`src/rtl/coin_event_arbiter.sv`:
```
`default_nettype none
// ============================================================================
// Module   : coin_event_arbiter
// Purpose  : Collects one-cycle coin-detect pulses from four coin sources into
//            per-source saturating pending counters and presents them one at
//            a time as valid/ready coin events, using round-robin arbitration.
//            Lost coins (counter saturated) raise a sticky ovf flag; coins
//            arriving while acceptance is disabled produce a reject pulse.
// Revision : 1.0 - initial release
// ----------------------------------------------------------------------------
// Ports
//   clk         in   1  sole clock, rising edge
//   rst         in   1  synchronous active-high reset
//   coin_pulse  in   4  coin-detect pulses; bit0=1, bit1=2, bit2=5, bit3=10
//   accept_en   in   1  1 = accept coins, 0 = reject coins
//   ev_ready    in   1  downstream accepts the presented event
//   ovf_clr     in   1  pulse clearing all ovf flags
//   ev_valid    out  1  event presented
//   ev_src      out  2  source index of presented event (0 while empty)
//   ev_value    out  4  coin value of presented event (0 while empty)
//   rej_pulse   out  4  one-cycle reject pulse per source
//   ovf         out  4  sticky per-source overflow flags
//   busy        out  1  any pending count non-zero or event presented
// ============================================================================
module coin_event_arbiter #(
    parameter int PEND_W = 2
) (
    input  logic       clk,
    input  logic       rst,
    input  logic [3:0] coin_pulse,
    input  logic       accept_en,
    input  logic       ev_ready,
    input  logic       ovf_clr,
    output logic       ev_valid,
    output logic [1:0] ev_src,
    output logic [3:0] ev_value,
    output logic [3:0] rej_pulse,
    output logic [3:0] ovf,
    output logic       busy
);

    localparam logic [PEND_W-1:0] c_cnt_max = {PEND_W{1'b1}};
    localparam logic [PEND_W-1:0] c_cnt_one = {{(PEND_W-1){1'b0}}, 1'b1};

    typedef enum logic [0:0] {
        ST_EMPTY = 1'b0,
        ST_FULL  = 1'b1
    } state_t;

    state_t            state_q;
    logic [1:0]        ev_src_q;
    logic [3:0]        ev_value_q;
    logic [1:0]        last_grant_q;
    logic [3:0]        rej_q;
    logic [3:0]        ovf_q;
    logic [3:0]        ovf_d;
    logic [PEND_W-1:0] cnt_q [4];
    logic [PEND_W-1:0] cnt_d [4];

    logic [3:0]        pending;
    logic [3:0]        ovf_set;
    logic [3:0]        dec;
    logic [1:0]        sel;
    logic              sel_found;
    logic              load;

    // Fixed coin value per source index.
    function automatic logic [3:0] coin_value(input logic [1:0] src);
        case (src)
            2'd0:    coin_value = 4'd1;
            2'd1:    coin_value = 4'd2;
            2'd2:    coin_value = 4'd5;
            default: coin_value = 4'd10;
        endcase
    endfunction

    // Round-robin search beginning just after the last granted source.
    always_comb begin
        sel       = 2'd0;
        sel_found = 1'b0;
        for (int k = 1; k <= 4; k++) begin
            logic [1:0] idx;
            idx = last_grant_q + 2'(k);
            if (!sel_found && pending[idx]) begin
                sel       = idx;
                sel_found = 1'b1;
            end
        end
    end

    // A new event may enter the output register when it is free or being
    // consumed this cycle; decisions use registered counts only.
    assign load = ((state_q == ST_EMPTY) || ev_ready) && sel_found;

    generate
        for (genvar i = 0; i < 4; i++) begin : g_src
            logic inc;
            logic sat;

            assign pending[i] = (cnt_q[i] != '0);
            assign dec[i]     = load && (sel == 2'(i));
            assign inc        = coin_pulse[i] && accept_en;
            assign sat        = (cnt_q[i] == c_cnt_max);

            // A simultaneous increment and decrement cancel, so a saturated
            // counter being drained this cycle does not lose the new coin.
            always_comb begin
                cnt_d[i]   = cnt_q[i];
                ovf_set[i] = 1'b0;
                if (inc && !dec[i]) begin
                    if (sat) begin
                        ovf_set[i] = 1'b1;
                    end else begin
                        cnt_d[i] = cnt_q[i] + c_cnt_one;
                    end
                end else if (dec[i] && !inc) begin
                    cnt_d[i] = cnt_q[i] - c_cnt_one;
                end
            end
        end
    endgenerate

    // Clear wins over stale flags, but a fresh overflow in the clear cycle
    // still sets its bit.
    assign ovf_d = (ovf_q & {4{~ovf_clr}}) | ovf_set;

    always_ff @(posedge clk) begin
        if (rst) begin
            for (int i = 0; i < 4; i++) begin
                cnt_q[i] <= '0;
            end
            ovf_q <= 4'd0;
            rej_q <= 4'd0;
        end else begin
            for (int i = 0; i < 4; i++) begin
                cnt_q[i] <= cnt_d[i];
            end
            ovf_q <= ovf_d;
            rej_q <= coin_pulse & {4{~accept_en}};
        end
    end

    // Output stage FSM with registered event fields.
    always_ff @(posedge clk) begin
        if (rst) begin
            state_q      <= ST_EMPTY;
            ev_src_q     <= 2'd0;
            ev_value_q   <= 4'd0;
            last_grant_q <= 2'd3;
        end else begin
            case (state_q)
                ST_EMPTY: begin
                    if (load) begin
                        state_q      <= ST_FULL;
                        ev_src_q     <= sel;
                        ev_value_q   <= coin_value(sel);
                        last_grant_q <= sel;
                    end
                end
                ST_FULL: begin
                    if (ev_ready) begin
                        if (load) begin
                            ev_src_q     <= sel;
                            ev_value_q   <= coin_value(sel);
                            last_grant_q <= sel;
                        end else begin
                            state_q    <= ST_EMPTY;
                            ev_src_q   <= 2'd0;
                            ev_value_q <= 4'd0;
                        end
                    end
                end
                default: begin
                    state_q    <= ST_EMPTY;
                    ev_src_q   <= 2'd0;
                    ev_value_q <= 4'd0;
                end
            endcase
        end
    end

    assign ev_valid  = (state_q == ST_FULL);
    assign ev_src    = ev_src_q;
    assign ev_value  = ev_value_q;
    assign rej_pulse = rej_q;
    assign ovf       = ovf_q;
    assign busy      = (|pending) || (state_q == ST_FULL);

endmodule
`default_nettype wire

```
`config.mk`:
```
export PLATFORM = sky130hd
export DESIGN_NAME = coin_event_arbiter
export DESIGN_NICKNAME = d
export VERILOG_FILES = /design/src/rtl/coin_event_arbiter.sv
export SDC_FILE = /design/constraint.sdc
export NUM_CORES = 1
export LEC_CHECK = 0
export ABC_AREA = 1
export ABC_CLOCK_PERIOD_IN_PS = 3000
export CAP_MARGIN = 20
export CORE_ASPECT_RATIO = 0.75
export CORE_MARGIN = 2
export CORE_UTILIZATION = 35
export CTS_CLUSTER_SIZE = 25
export DETAILED_ROUTE_END_ITERATION = 16
export GPL_TIMING_DRIVEN = 0
export PLACE_DENSITY = 0.61
export SYNTH_ARGS = -nofsm -noshare
export SYNTH_HDL_FRONTEND = slang
export SYNTH_SLANG_ARGS = --single-unit
```
`constraint.sdc`:
```
create_clock -name clk -period 3 [get_ports clk]
set_clock_uncertainty 0.1 [all_clocks]
set_input_delay 0.3 -clock clk [delete_from_list [all_inputs] [get_ports clk]]
set_output_delay 0.3 -clock clk [all_outputs]
set_load 0.03 [all_outputs]
```
Run 1, metal layers overlaid:
Drawn at 4 px/um.
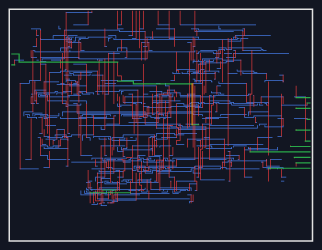
legend:
  met1:
    colour: blue
    wire_length: 1660 um
  met2:
    colour: red
    wire_length: 1200 um
  met4:
    colour: orange
    wire_length: 10.2 um
  met3:
    colour: green
    wire_length: 114 um

Run 1, logic cells by family:
Drawn at 4 px/um.
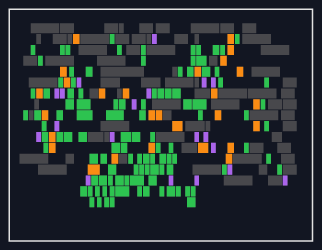
legend:
  inverting AOI/OAI gates:
    colour: orange
    cells: 27
  NAND gates:
    colour: green
    cells: 108
  inverters:
    colour: purple
    cells: 19

Run 1, clock nets:
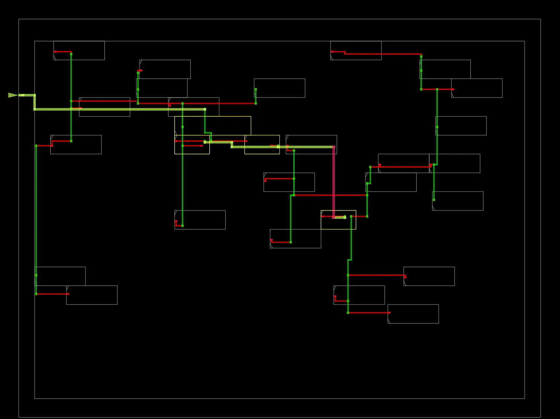
flip-flops: 24
insertion delay of the later-clocked pin in the worst-skew pair: 0.27 ns

Run 1, sequential cells grouped by signal name:
Drawn at 4 px/um. Other sequential cells in the stronger grey, the rest of the logic in the fainter grey.
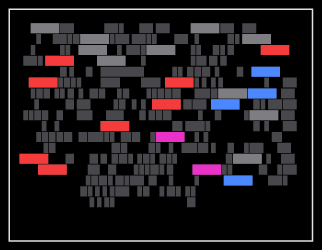
legend:
  `cnt_q`:
    colour: red
    sequential_cells: 8
  `last_grant_q`:
    colour: magenta
    sequential_cells: 2
  `ev_value`:
    colour: blue
    sequential_cells: 4

==> run summary, run 1 <==
Implementation results. The transition time recorded at the tightest slew-check pin is 0.498 ns. Post-synthesis, Yosys gives the total cell area as 1340 um2. In this run the tightest slew margin relative to its limit is 66.8%. Buffers inserted during post-CTS setup optimization landed at 0. Total clock buffers created by CTS landed at 3.

The path class of the tightest hold or removal check is in -> reg. Met1 demand-to-capacity share in global routing landed at 21.7%. Setup slack on the worst path after placement came out at 0.926 ns. Number of antenna violations at the first check in global routing landed at 0. The most frequently used library cell after synthesis is sky130_fd_sc_hd__nand2_1.

The via count of the first global-routing pass was 1098. Register bit total from synthesis landed at 24. Floorplan core density landed at 36.6%. Yosys stat counts 200 cells in the synthesized netlist.

Of the synthesized area, sequential elements account for 35.9%. Total of endpoints with negative setup slack in the final report landed at 0. In this run the horizontal extent of the chip is 75.5 um.

Height of the die landed at 57.6 um. The detailed router placed 1295 vias in this run. Data arrival time of the worst path landed at 1.97 ns. Counting the warning lines in the Yosys log gives 0. Number of fillers in the final layout landed at 397. CTS built an H-tree with a depth of 1.

Maximum fanout encountered on the critical timing path landed at 4. Number of hold violations in the final report landed at 0. The first global-routing pass estimated 4870 um of wire. The critical path's slowest stage uses the library cell sky130_fd_sc_hd__clkdlybuf4s50_1. In this run the clock root is driven by a sky130_fd_sc_hd__clkbuf_8. In this run the static leakage power is 0.741 nW. During I/O placement, the number of pins put on the boundary was 25.

Residual antenna-violating net count after detailed routing landed at 0. The design draws 2.03 mW. The flow ran to the end, and the final reports show no timing, DRC or antenna violations.

Share of the synthesized area in the top cell type landed at 35.9%. Looking at the setup timing report, the critical path kind is reg -> out. The repair_antennas step left the layout with diodes totalling 0.

The worst setup path is captured at an output pin. Area of the placeable core landed at 3660 um2. Per the hold report, the tightest min-delay path originates at accept_en. Chip area landed at 4340 um2. TritonCTS reports the number of clock sinks as 24. After detailed routing, the number of remaining DRC violations is 0. Measured in cells, the most critical reg-to-reg path has a length of 14.

The routed design could run at a clock period as short as 2.37 ns. The script reports the combined buffer and inverter count of the critical path as 1. Routed via count divided by cell count landed at 4.64.
run 1: power breakdown:
part / switching [mW] / total, mW / internal (mW)
Combinational: 0.850 / 1.28 / 0.430
Sequential: 0.0745 / 0.469 / 0.394
Clock: 0.107 / 0.286 / 0.179
run 1: routing by layer:
metal	wire length, um	up-vias	share of wire, %
li1	-	706	-
met1	1660	566	56
met2	1200	21	40
met3	113	2	3.8
met4	10	0	0.33
met5	0	-	0
run 1: layout make-up:
class | count | area share, %
Buffer | 3 | 0.880
Multi-Input combinational cell | 154 | 45.3
Clock inverter | 1 | 1.76
Inverter | 19 | 4.18
Clock buffer | 3 | 2.42
Timing Repair Buffer | 23 | 13.5
Sequential cell | 24 | 28.2
Tap cell | 52 | 3.81
run 1: stage by stage:
stage / area [um2] / std cells / util (%)
finish: 1710 / 279 / 46.6
global route: 1710 / 279 / 46.6
CTS: 1710 / 279 / 46.6
detailed placement: 1640 / 275 / 44.7
global placement: 1640 / 275 / 44.7
floorplan: 1340 / 200 / -
run 1: state kept, by name, indices dropped and copies added, names as in the netlist:
name / flops
ovf: 4
rej_pulse: 4
ev_src: 1
ev_value: 4
last_grant_q: 2
ev_valid: 1
cnt_q: 8
run 1: cells by family after synthesis:
kind of cell	count (synthesis)	share of synthesized area (%)
compound gates	27	10.7
buf+inv	22	6.44
flops	24	35.9
simple gates	127	47.0
run 1: layout by cell type, fill, tap and decap left out, types with 10 or more instances in the layout:
cell type and n:
sky130_fd_sc_hd__nand2_1 63, sky130_fd_sc_hd__dfxtp_1 24, sky130_fd_sc_hd__clkdlybuf4s50_1 23, sky130_fd_sc_hd__nand3_1 21
sky130_fd_sc_hd__a21oi_1 19, sky130_fd_sc_hd__inv_1 13, sky130_fd_sc_hd__nand2_2 11, sky130_fd_sc_hd__nor2_1 10
run 1: worst max-delay path by stage:
stage	from	to	slack, ns	cells past startpoint
after global routing	cnt_q[2][1]	busy	0.51	4
after floorplan	cnt_q[1][0]	cnt_q[2][0]	1.26	14
after CTS	cnt_q[2][1]	busy	0.62	4
after detailed placement	cnt_q[2][1]	busy	0.93	4
final	cnt_q[2][1]	busy	0.63	4
after global placement	cnt_q[2][1]	busy	0.92	4
Run 1, nets reached from selected ports:
Drawn at 6 px/um.
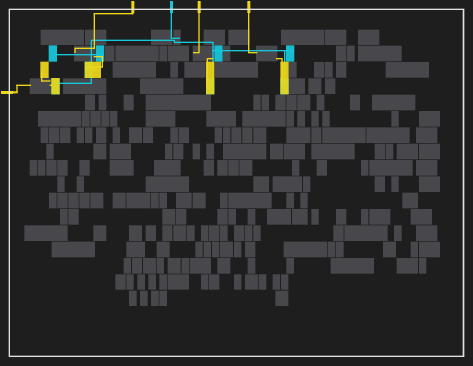

==> run 2, diff against run 1 <==
Settings changed: ABC_CLOCK_PERIOD_IN_PS 3000 to 2100, PLACE_DENSITY 0.61 to 0.63.
Clock period 3 ns to 2.1 ns, I/O delays scaled along.
Run 2, nets reached from selected ports:
Drawn at 6 px/um.
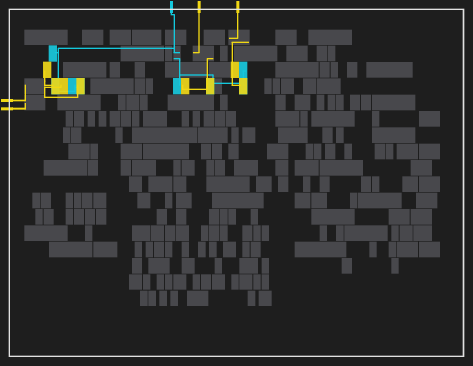
legend:
  `coin_pulse`:
    colour: yellow
    bits: 4
    direction: input
    edge: 2 left, 2 top
    end_cells: 8
    buffers: 4
    wire: 59.4 um
  `accept_en`:
    colour: cyan
    bits: 1
    direction: input
    edge: top
    end_cells: 8
    buffers: 1
    wire: 61.9 um

Run 2, logic cells by family:
Drawn at 4 px/um.
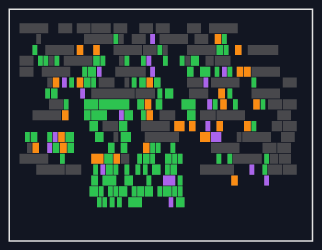
legend:
  NAND gates:
    colour: green
    cells: 108
  inverting AOI/OAI gates:
    colour: orange
    cells: 27
  inverters:
    colour: purple
    cells: 19

==> run 2 against run 1 <==
Worst hold slack got worse by 0.090 ns. Critical endpoint is now cnt_q[2][0]. Cell count unchanged. Global-route usage decreased by 0.16 points. Synthesized area unchanged. Register-to-register slack got worse by 0.81 ns. Routed wire length about the same. Core utilization increased by 1.4 points. Critical path depth increased by 10. Flip-flop count unchanged. Power increased by 47%. Synthesized cell count unchanged.
==> run summary, run 2 <==
Implementation results. The internal power of the cells totals 1.47 mW. The launch point of the worst min-delay path is recorded as accept_en. sky130_fd_sc_hd__nand2_1 is the most common cell in the netlist.

The flow ran to the end, and the final reports show no timing, DRC or antenna violations. Number of input and output port buffers inserted landed at 23. Ranking logic cells in the layout by count gives the top entries sky130_fd_sc_hd__nand2_1, sky130_fd_sc_hd__clkdlybuf4s50_1, sky130_fd_sc_hd__nand3_1, sky130_fd_sc_hd__dfxtp_1, sky130_fd_sc_hd__a21oi_1. Clock sink count landed at 24.

Leakage component of the power landed at 0.748 nW. Per the CTS log, the root buffer master is sky130_fd_sc_hd__clkbuf_8. Total clock buffers created by CTS landed at 3. Ranked by flip-flop count, first place goes to cnt_q. The floorplan step defined a core boundary enclosing 3660 um2. The chip occupies 4340 um2. In this run, synthesis produced a sequential element count of 24.

The later pin in the worst-skew pair is clocked with a latency of 0.27 ns. Post-route minimum period landed at 1.96 ns. Leaving out fill and tap cells, the most frequent cell in the layout is sky130_fd_sc_hd__nand2_1. Pre-CTS setup slack landed at 0.0405 ns. The floorplan report gives the top-level pin count as 25. The worst setup path is captured at a register. Portion of the post-synthesis area used by sequential elements landed at 35.9%.

The first global-routing pass estimated 4710 um of wire. Reported net switching power landed at 1.53 mW. The via count of the first global-routing pass came to 1054.

Headroom to the max-slew limit came out at 66.5%. The synthesis report lists the Yosys warning total as 0. Residual antenna-violating net count after detailed routing landed at 0. Dividing the detail-routed via count by the number of cells gives 4.77. The clock network accounts for 13.5% of the total power. In the synthesis report, Yosys lists the chip area as 1340 um2.

Number of fillers in the final layout landed at 402. The number of antenna diodes in the final layout is 0. Number of hold violations in the final report landed at 0. Flip-flop count of the largest register after layout landed at 8.

Maximum fanout encountered on the critical timing path landed at 5. Summed over its instances, the top area cell type makes up 35.9% of the synthesized netlist area. Detailed-route via count landed at 1332. The power report attributes to the combinational group a share of 63.1%. Transition time of the tightest slew-check pin landed at 0.503 ns.

Number of cells traversed by the worst register-to-register path landed at 14. Switching power as a fraction of the total was reported as 51.1%. H-tree depth reported by CTS landed at 1. RePlAce ended its routability-driven mode at a weighted congestion of 0.808.

The script parses the final routing iteration and logs DRC violations as 0. The die is 75.5 um wide. Data arrives at the worst endpoint at 2.03 ns. Before placement the cells fill 36.6% of the core. Counting every net in the synthesized netlist gives 209.

The die is 57.6 um tall.
[run 2: cell counts after synthesis]
No cell type changed its count.
[run 2: how the worst max path moves through the flow]
stage	to	from	cells past startpoint
2_1_floorplan	cnt_q[2][0]	cnt_q[1][0]	14
3_3_place_gp	cnt_q[1][0]	cnt_q[2][1]	8
3_5_place_dp	cnt_q[2][0]	cnt_q[2][1]	14
4_1_cts	cnt_q[2][0]	last_grant_q[0]	13
5_1_grt	cnt_q[3][0]	cnt_q[2][0]	12
6_report	cnt_q[2][0]	cnt_q[1][0]	14
[run 2: worst max-delay path: stages (launching register included)]
cell and delay [ns]:
sky130_fd_sc_hd__dfxtp_1 0.37, sky130_fd_sc_hd__nor2_4 0.15, sky130_fd_sc_hd__nand2_1 0.08, sky130_fd_sc_hd__nand2_1 0.08
sky130_fd_sc_hd__nand2_1 0.05, sky130_fd_sc_hd__nand2_1 0.12, sky130_fd_sc_hd__nand3_1 0.11, sky130_fd_sc_hd__nand2_2 0.11
sky130_fd_sc_hd__inv_2 0.04, sky130_fd_sc_hd__nand2_2 0.12, sky130_fd_sc_hd__nand2_2 0.11, sky130_fd_sc_hd__nor2_4 0.14
sky130_fd_sc_hd__nand2_2 0.06, sky130_fd_sc_hd__a21oi_1 0.17, sky130_fd_sc_hd__nor2_1 0.06
[run 2: what timing repair did]
item,in CTS,in global routing
pin swaps,0,1
gates resized,2,15
hold buffers,0,0
setup endpoints to repair,2,10
[run 2: area by class of cell]
cell class | instances | share of cell area [%]
well taps | 52 | 3.70
clock inverters | 1 | 1.71
flip-flops and latches | 24 | 27.9
repair buffers | 23 | 13.0
multi-input cells | 154 | 45.9
plain buffers | 3 | 0.854
inverters | 19 | 4.56
clock buffers | 3 | 2.35
[run 2: cells by family after synthesis]
| group | after synthesis | synth area share [%] |
|---|---|---|
| simple gates | 127 | 47.0 |
| compound gates | 27 | 10.7 |
| flops | 24 | 35.9 |
| buf+inv | 22 | 6.44 |
[run 2: layer usage]
layer | vias to the layer above | track usage, % | wire length (um)
met3 | 2 | 4.24 | 112
li1 | 708 | - | -
met5 | - | 0 | 0
met2 | 20 | 21.1 | 1300
met1 | 602 | 20.7 | 1560
met4 | 0 | 2.26 | 15
[run 2: stage by stage]
stage	cell area (um2)	std cells	util (%)	hold slack [ns]	power, mW
after detailed placement	1640	275	44.7	0.356	2.49
after global placement	1640	275	44.7	0.353	2.49
after floorplan	1340	200	-	0.179	2.11
after CTS	1710	279	46.7	0.156	2.91
after global routing	1760	279	48.0	0.174	3.27
final	1760	279	48.0	0.173	3.00
[run 2: power by group through the flow]
stage                     Sequential (mW)  Combinational (mW)  Clock [mW]
after floorplan                     0.743                1.36           0
after global placement              0.676                1.81           0
after detailed placement            0.676                1.82           0
after CTS                           0.668                1.82       0.419
after global routing                0.725                2.11       0.434
final                               0.703                1.89       0.405
Run 2, clock nets:
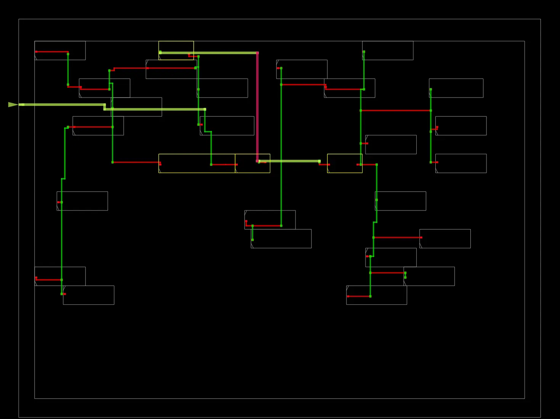

==> run 3, diff against run 2 <==
Settings changed: ABC_CLOCK_PERIOD_IN_PS 2100 to 1950, DONT_BUFFER_PORTS set to 1, PLACE_DENSITY 0.63 to 0.53.
Clock period 2.1 ns to 1.95 ns, I/O delays scaled along.
Run 3, clock nets:
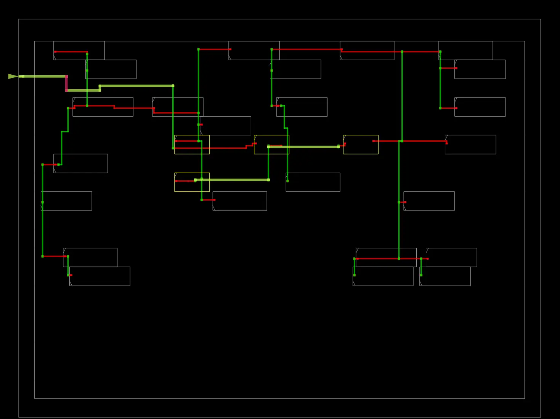
number of clock buffers inserted by TritonCTS: 3
Clk. pwr: 0.329 mW
insertion delay of the later-clocked pin in the worst-skew pair: 0.26 ns

Run 3, sequential cells grouped by signal name:
Drawn at 4 px/um. Other sequential cells in the stronger grey, the rest of the logic in the fainter grey.
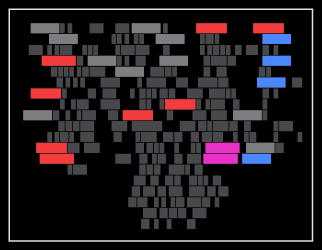
legend:
  `ev_value`:
    colour: blue
    sequential_cells: 4
  `last_grant_q`:
    colour: magenta
    sequential_cells: 2
  `cnt_q`:
    colour: red
    sequential_cells: 8

==> run 3 against run 2 <==
Fmax down 0.37%. Largest power group unchanged. The flow now finishes with violations (negative setup slack). Combinational power up 24%. Sequential power up 25%. Setup slack worse by 0.16 ns. Core utilization down 0.44 points. Largest cell class unchanged. Critical path type unchanged. Power up 18%. Die size unchanged.
==> run summary, run 3 <==
Implementation results. The flow ran to the end, but the final reports show violations. The final reports fail on negative setup slack. In the setup report, the worst path falls into the class reg -> reg. Counting I/O delays and the setup requirement, the final critical path takes 1.97 ns. Fraction of power spent switching nets landed at 54.4%.

The initial utilization of the core area, before any placement, comes to 36.6%. The synthesis stat section lists a flop and latch total of 24. Clock sink count landed at 24. In the Yosys report the total cell count is 200. The via count of the first global-routing pass came to 1281. The horizontal die dimension reported for this design is 75.5 um. The chip area line in the Yosys stat output reads 1340 um2. The first global-routing pass estimated 5470 um of wire.

For reference, the final report shows the hold violation count at 0. Endpoints with negative setup slack in the final report add up to 2. The max-slew check reports its worst relative slack as 64.6%. Per report_power, the combinational group accounts for 65.9% of the total. Number of top-level pins landed at 25. At the end of routability-driven placement, the weighted congestion stood at 0.865. Total instance count after detailed placement landed at 252. Area of the placeable core landed at 3660 um2. Per the post-synthesis report, the nets total 209.

Routed via count divided by cell count landed at 5.00. Number of input and output port buffers inserted landed at 0. Per report_power, the sequential group accounts for 24.8% of the total.

STA classifies the critical path endpoint as a register. Per the detail_route report, the via count comes to 1329. Across all setup checks in the final design, the least slack found is -0.0204 ns. Per the post-route antenna check, the number of violating nets is 0. Maximum fanout encountered on the critical timing path landed at 6. Height of the die landed at 57.6 um.

Looking at the power breakdown, the clock network takes 9.3% of the total.
run 3: path summary, 6_finish.rpt:
check                           cells past startpoint  slack (ns)         from     endpoint
worst max-delay path                               12       -0.02  cnt_q[3][0]  cnt_q[3][0]
worst min-delay path                                3        0.05     ev_ready     ev_valid
worst max register to register                     12       -0.02  cnt_q[3][0]  cnt_q[3][0]
worst min register to register                      2        0.40  cnt_q[3][1]  cnt_q[3][1]
run 3: layout make-up:
| cell class | count | area share [%] |
|---|---|---|
| buffer | 3 | 0.862 |
| clock buffer | 4 | 3.16 |
| inverter | 19 | 4.81 |
| multi-input combinational | 154 | 53.5 |
| sequential | 24 | 28.9 |
| tap | 52 | 3.74 |
| timing repair buffer | 10 | 5.03 |
run 3: stage by stage:
| stage | util, % | instance area (um2) | setup WS [ns] | total power [mW] | hold WS [ns] |
|---|---|---|---|---|---|
| 2_1_floorplan | - | 1340 | 0.210 | 2.27 | 0.164 |
| 3_3_place_gp | 38.4 | 1410 | -0.0403 | 2.55 | 0.166 |
| 3_5_place_dp | 38.4 | 1410 | -0.0895 | 2.60 | 0.167 |
| 4_1_cts | 41.9 | 1540 | -0.00458 | 3.00 | 0.0433 |
| 5_1_grt | 47.6 | 1740 | -0.105 | 3.83 | 0.0571 |
| 6_report | 47.6 | 1740 | -0.0204 | 3.55 | 0.0453 |
run 3: power groups by stage:
stage | Clock, mW | Sequential (mW) | Combinational, mW
2_1_floorplan | 0 | 0.800 | 1.47
3_5_place_dp | 0 | 0.828 | 1.77
4_1_cts | 0.347 | 0.839 | 1.81
5_1_grt | 0.371 | 0.902 | 2.56
3_3_place_gp | 0 | 0.824 | 1.73
6_report | 0.329 | 0.881 | 2.34
run 3: kinds of logic after synthesis:
group | Yosys count | share of synthesized area [%]
compound gates | 27 | 10.7
simple gates | 127 | 47.0
buf+inv | 22 | 6.44
flops | 24 | 35.9
run 3: tightest hold or removal path: stages:
cell,delay [ns]
sky130_fd_sc_hd__inv_1,0.02
sky130_fd_sc_hd__nand2_1,0.08
sky130_fd_sc_hd__a21oi_1,0.07
run 3: per-layer routing:
metal / vias up / routed length (um) / track usage (%)
li1: 679 / - / -
met1: 617 / 1590 / 22.2
met2: 29 / 1710 / 25.0
met3: 4 / 154 / 4.42
met4: 0 / 10 / 4.51
met5: - / 0 / 0
run 3: what timing repair did:
item / CTS / global route
hold buffers: 5 / 0
pin swaps: 2 / 23
endpoints found under the hold margin: 8 / 0
gates resized: 9 / 55
endpoints found under the setup margin: 9 / 15
buffers inserted: 0 / 5
Power and IR drop assume default switching activity.
